[src/rtl/reg_dump_uart_pkg.sv]
// Shared definitions for the register dump reader: FSM encoding,
// UART framing constants and the frame byte selector.
package reg_dump_uart_pkg;

  typedef enum logic [2:0] {
    S_IDLE    = 3'd0,
    S_SELECT  = 3'd1,
    S_CAPTURE = 3'd2,
    S_SEND    = 3'd3,
    S_NEXT    = 3'd4,
    S_FINISH  = 3'd5
  } state_t;

  localparam logic START_BIT            = 1'b0;
  localparam logic STOP_BIT             = 1'b1;
  localparam int   BYTES_PER_REG        = 5;
  localparam int   UART_BITS            = 10;   // start + 8 data + stop
  localparam int   DEFAULT_CLKS_PER_BIT = 434;  // 50 MHz / 115200

  // Value byte for frame slot idx: slot 0 is the index byte (sent
  // directly), slots 1..4 are the captured value MSB first.
  function automatic logic [7:0] frame_byte(input logic [31:0] val,
                                            input logic [2:0]  idx);
    logic [7:0] b;
    case (idx)
      3'd1:    b = val[31:24];
      3'd2:    b = val[23:16];
      3'd3:    b = val[15:8];
      3'd4:    b = val[7:0];
      default: b = 8'h00;
    endcase
    return b;
  endfunction

endpackage

[src/rtl/reg_dump_uart_tx_byte.sv]
// UART 8N1 byte transmitter. Owns bit timing only; the caller owns
// sequencing. Ready is also high during the last cycle of the stop bit
// so a waiting byte is taken with no idle gap between frames.
module uart_tx_byte
  import reg_dump_uart_pkg::*;
#(
  parameter int CLKS_PER_BIT = DEFAULT_CLKS_PER_BIT
) (
  input  logic       CLOCK,
  input  logic       Reset,
  input  logic [7:0] Data,
  input  logic       Valid,
  output logic       Ready,
  output logic       Tx
);

  localparam int CW = (CLKS_PER_BIT > 1) ? $clog2(CLKS_PER_BIT) : 1;

  logic          r_active;
  logic [CW-1:0] r_clkcnt;
  logic [3:0]    r_bitcnt;
  logic [8:0]    r_shift;
  logic          r_tx;
  logic          w_last;

  assign w_last = r_active && (r_bitcnt == 4'(UART_BITS - 1)) &&
                  (r_clkcnt == CW'(CLKS_PER_BIT - 1));
  assign Ready  = !r_active || w_last;
  assign Tx     = r_tx;

  // Accept a byte, then walk start/data/stop bits at CLKS_PER_BIT each.
  always_ff @(posedge CLOCK or negedge Reset) begin
    if (!Reset) begin
      r_active <= 1'b0;
      r_clkcnt <= '0;
      r_bitcnt <= '0;
      r_shift  <= '1;
      r_tx     <= STOP_BIT;
    end else if (Valid && Ready) begin
      r_active <= 1'b1;
      r_clkcnt <= '0;
      r_bitcnt <= '0;
      r_shift  <= {STOP_BIT, Data};
      r_tx     <= START_BIT;
    end else if (r_active) begin
      if (r_clkcnt == CW'(CLKS_PER_BIT - 1)) begin
        r_clkcnt <= '0;
        if (r_bitcnt == 4'(UART_BITS - 1)) begin
          r_active <= 1'b0;
          r_tx     <= STOP_BIT;
        end else begin
          r_tx     <= r_shift[0];
          r_shift  <= {STOP_BIT, r_shift[8:1]};
          r_bitcnt <= r_bitcnt + 1'b1;
        end
      end else begin
        r_clkcnt <= r_clkcnt + 1'b1;
      end
    end
  end

endmodule

[src/rtl/reg_dump_uart.sv]
// Register dump reader: walks RegSel over 0..NUM_REGS-1, samples RegVal
// after READ_LAT settle cycles and sends a 5-byte frame per register
// (index, then value MSB first) over UART 8N1.
// Per register: READ_LAT SELECT + 1 CAPTURE + 50*CLKS_PER_BIT SEND + 1 NEXT
// cycles. The index byte is handed to the transmitter in CAPTURE, so SEND
// is exactly the 50 bit times. From the edge that accepts Start to the
// edge entering FINISH is NUM_REGS*(READ_LAT+2+50*CLKS_PER_BIT) cycles;
// counting the accepting IDLE cycle and the FINISH cycle the dump spans
// NUM_REGS*(READ_LAT+2+50*CLKS_PER_BIT)+2 cycles.
module reg_dump_uart
  import reg_dump_uart_pkg::*;
#(
  parameter int CLKS_PER_BIT = DEFAULT_CLKS_PER_BIT,
  parameter int READ_LAT     = 2,
  parameter int NUM_REGS     = 32
) (
  input  logic        CLOCK,
  input  logic        Reset,
  input  logic        Start,
  input  logic [31:0] RegVal,
  output logic [4:0]  RegSel,
  output logic        Tx,
  output logic        Busy,
  output logic        Done
);

  localparam int LW = (READ_LAT > 1) ? $clog2(READ_LAT + 1) : 1;

  state_t        r_state;
  state_t        w_state_nxt;
  logic [4:0]    r_regsel;
  logic [LW-1:0] r_lat;
  logic [2:0]    r_sent;
  logic [31:0]   r_shadow;
  logic          w_valid;
  logic [7:0]    w_data;
  logic          w_tx_ready;
  logic          w_last_reg;

  assign w_last_reg = (r_regsel == 5'(NUM_REGS - 1));
  assign RegSel     = r_regsel;
  assign Busy       = (r_state != S_IDLE) && (r_state != S_FINISH);
  assign Done       = (r_state == S_FINISH);

  // State register.
  always_ff @(posedge CLOCK or negedge Reset) begin
    if (!Reset) r_state <= S_IDLE;
    else        r_state <= w_state_nxt;
  end

  // Next-state and transmitter handshake.
  always_comb begin
    w_state_nxt = r_state;
    w_valid     = 1'b0;
    w_data      = 8'h00;
    case (r_state)
      S_IDLE: begin
        if (Start) w_state_nxt = S_SELECT;
      end
      S_SELECT: begin
        if (r_lat == LW'(READ_LAT - 1)) w_state_nxt = S_CAPTURE;
      end
      S_CAPTURE: begin
        // Transmitter is idle here; the index byte needs no RegVal.
        w_valid     = 1'b1;
        w_data      = {3'b000, r_regsel};
        w_state_nxt = S_SEND;
      end
      S_SEND: begin
        w_valid = (r_sent != 3'(BYTES_PER_REG));
        w_data  = frame_byte(r_shadow, r_sent);
        if (!w_valid && w_tx_ready) w_state_nxt = S_NEXT;
      end
      S_NEXT: begin
        w_state_nxt = w_last_reg ? S_FINISH : S_SELECT;
      end
      S_FINISH: begin
        w_state_nxt = S_IDLE;
      end
      default: w_state_nxt = S_IDLE;
    endcase
  end

  // Register index, settle counter, byte counter and value shadow.
  always_ff @(posedge CLOCK or negedge Reset) begin
    if (!Reset) begin
      r_regsel <= '0;
      r_lat    <= '0;
      r_sent   <= '0;
      r_shadow <= '0;
    end else begin
      case (r_state)
        S_IDLE: begin
          r_regsel <= '0;
          r_lat    <= '0;
        end
        S_SELECT: begin
          r_lat <= r_lat + 1'b1;
        end
        S_CAPTURE: begin
          r_shadow <= RegVal;
          r_sent   <= 3'd1;
          r_lat    <= '0;
        end
        S_SEND: begin
          if (w_valid && w_tx_ready) r_sent <= r_sent + 1'b1;
        end
        S_NEXT: begin
          r_regsel <= w_last_reg ? 5'd0 : r_regsel + 1'b1;
        end
        default: begin
          r_regsel <= '0;
        end
      endcase
    end
  end

  uart_tx_byte #(
    .CLKS_PER_BIT(CLKS_PER_BIT)
  ) u_tx (
    .CLOCK(CLOCK),
    .Reset(Reset),
    .Data (w_data),
    .Valid(w_valid),
    .Ready(w_tx_ready),
    .Tx   (Tx)
  );

endmodule

[config.mk]
export PLATFORM = sky130hd
export DESIGN_NAME = reg_dump_uart
export DESIGN_NICKNAME = d
export VERILOG_FILES = /design/src/rtl/reg_dump_uart_pkg.sv /design/src/rtl/reg_dump_uart_tx_byte.sv /design/src/rtl/reg_dump_uart.sv
export SDC_FILE = /design/constraint.sdc
export NUM_CORES = 1
export LEC_CHECK = 0
export ABC_CLOCK_PERIOD_IN_PS = 3520
export CAP_MARGIN = 20
export CORE_ASPECT_RATIO = 0.6
export CORE_MARGIN = 1
export CORE_UTILIZATION = 60
export DETAILED_ROUTE_END_ITERATION = 8
export PLACE_DENSITY = 0.88
export SLEW_MARGIN = 20
export SYNTH_ARGS = -nofsm -noshare
export SYNTH_HDL_FRONTEND = slang
export SYNTH_SLANG_ARGS = --single-unit
[constraint.sdc]
create_clock -name CLOCK -period 3.52 [get_ports CLOCK]
set_clock_uncertainty 0.05 [all_clocks]
set_input_delay 0.704 -clock CLOCK [delete_from_list [all_inputs] [get_ports CLOCK]]
set_output_delay 0.704 -clock CLOCK [all_outputs]
set_load 0.1 [all_outputs]
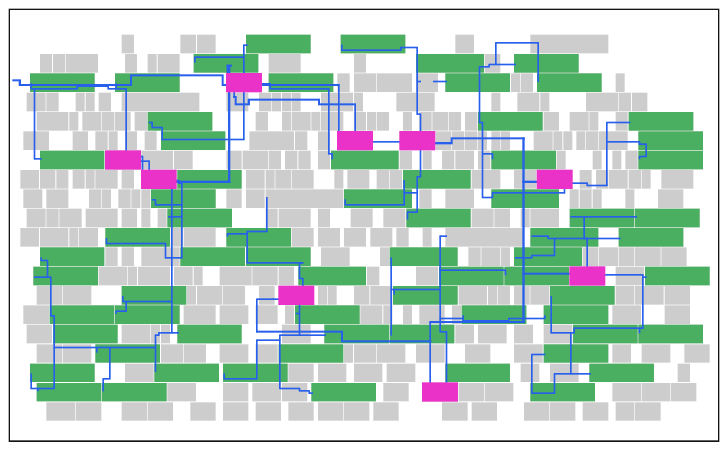
(images/clk_routes.png)
clock drivers: drawn in magenta, count 9. flip-flops: drawn in green, count 68. clock wires: drawn in blue, length 841 µm.
There are 10 routed clock nets.

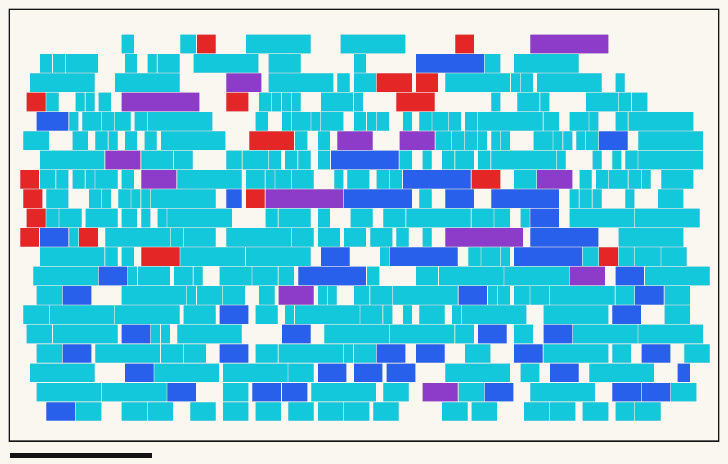
(images/sizes.png)
The bar under the picture is 20 µm long.
_0 and _1 cells: drawn in cyan, cells 286, most used dfrtp_1. _6 and larger: drawn in purple, cells 13, most used clkbuf_8. _2 cells: drawn in blue, cells 46, most used mux2_2. _3 and _4 cells: drawn in red, cells 17, most used buf_4.

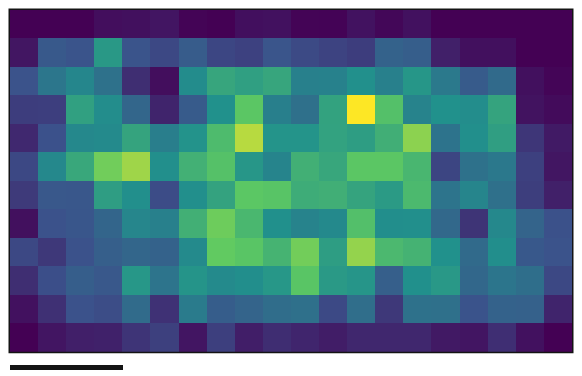
(images/metal_density.png)
The bar under the picture is 20 µm long. The die is cut into 20 by 12 equal tiles; dark purple is low, yellow is high, scaled to the fullest tile. Values are wire area over tile area, all layers added.
26% of the tiles are over half the peak. The fullest tile reaches 0.60. The densest ninth of the die: centre.
routed vias: 2693
final wirelength: 7730 µm
overall fraction of global-route tracks in use: 28.8%
drt wl/cell: 17.6 µm

==> flow_results.org <==
#+TITLE: Physical design notes

** Placed design
- Number of instances in the placed design :: around 420
- Once placement finished, the instance area stood at 3860 µm².
- OpenSTA, run right after detailed placement, puts the worst setup slack at 1.13 ns.

** Worst setup path
- The setup path with the least slack is of type reg2reg.
- The arrival time of data at the worst endpoint is listed as 2.58 ns.
- Counting buffers and inverters, the worst setup path is 4 cells deep.
- Path depth of the worst reg2reg path :: 4
- Register-to-register setup slack :: 1.10 ns
- Broken down by cell family, the worst path's largest delay share belongs to AND-OR/OR-AND gates.
- Capture point of the critical path :: r_state[1]

** Power and ir drop
- The worst-case IR drop observed on VDD is 0.000537 V.
- Top Consumer :: sequential cells

** Final timing
- Setup violations remaining at the end of the flow were counted as 0.
- Max Fclk :: 412 MHz
- Setup repair after global routing left no endpoint under its margin.
- Max-slew check failures listed in the final report amount to 0.
- Hold is met by 0.244 ns.
- Worst-margin pin slew :: 1.02 ns

** Cells and area
- Count of non-CTS buffers in the layout :: 44
- At the end of the flow, the number of nets in the layout was 404.
- Layout cells sized above 1 :: between 20% and 30%
- Once layout is complete, the cells apart from fillers number 439.
- Ant. Diodes :: 0
- Final-layout non-clock buffer area share :: under 10%
- With fillers left out, the area of the finished cells amounts to around 4100 µm².

** Clock tree
- Number of post-CTS setup repair buffers :: 0
- Clock buffer depth :: 2
- TritonCTS Sinks :: 68
- The number of hold buffers added after CTS was 0.
- The tree is rooted in a sky130_fd_sc_hd__clkbuf_8.

** Global route
- In the global route stage, met1 resource usage came out at between 40% and 50%.
- Met3 Usage GRT :: 8.64%
- Antenna violations before repair :: 0
- For this run the aggregate overflow at the end of global routing stands at 0.

** Logic synthesis
- XOR/XNOR Fraction of Synth Area :: 1.28%
- Post-synthesis instance area :: 3430 µm²
- Dominant kind of combinational cell :: AND-OR/OR-AND gates
- FFs w/ async S/R, synth :: 100%
- In the Yosys report, the sequential cells make up 50.0% of the chip area.
- Summed over all instances, the cell type with the most area after synthesis is sky130_fd_sc_hd__dfrtp_1.
- Most frequent cells after synthesis :: 59 x sky130_fd_sc_hd__dfrtp_1, 33 x sky130_fd_sc_hd__mux2_2, 31 x sky130_fd_sc_hd__nand2_1
- The synthesized design contains 0 enable-type register cells.

** Detailed routing
- Detailed routing placed a total of 584 µm of wire on met3.
- Total routed wire length on the met1 layer :: 3660 µm
- Routed length on met2 :: 3350 µm
- First-pass iteration count of the detailed router :: 5

** Die
- Number of primary I/O pins :: 43
- The flow inserted 77 tap cells.
- Horizontal extent of the die :: 99.6 µm
- The share of the core area taken by cells at floorplan is 64.9%.

** Flow run
- Number of warnings the tools reported :: 31

** Worst hold path
- The path class of the tightest hold or removal check is in2async.

** Outcome
- The run finished with clean final reports.
No activity file was given, so power comes from the tool's default toggle rates.
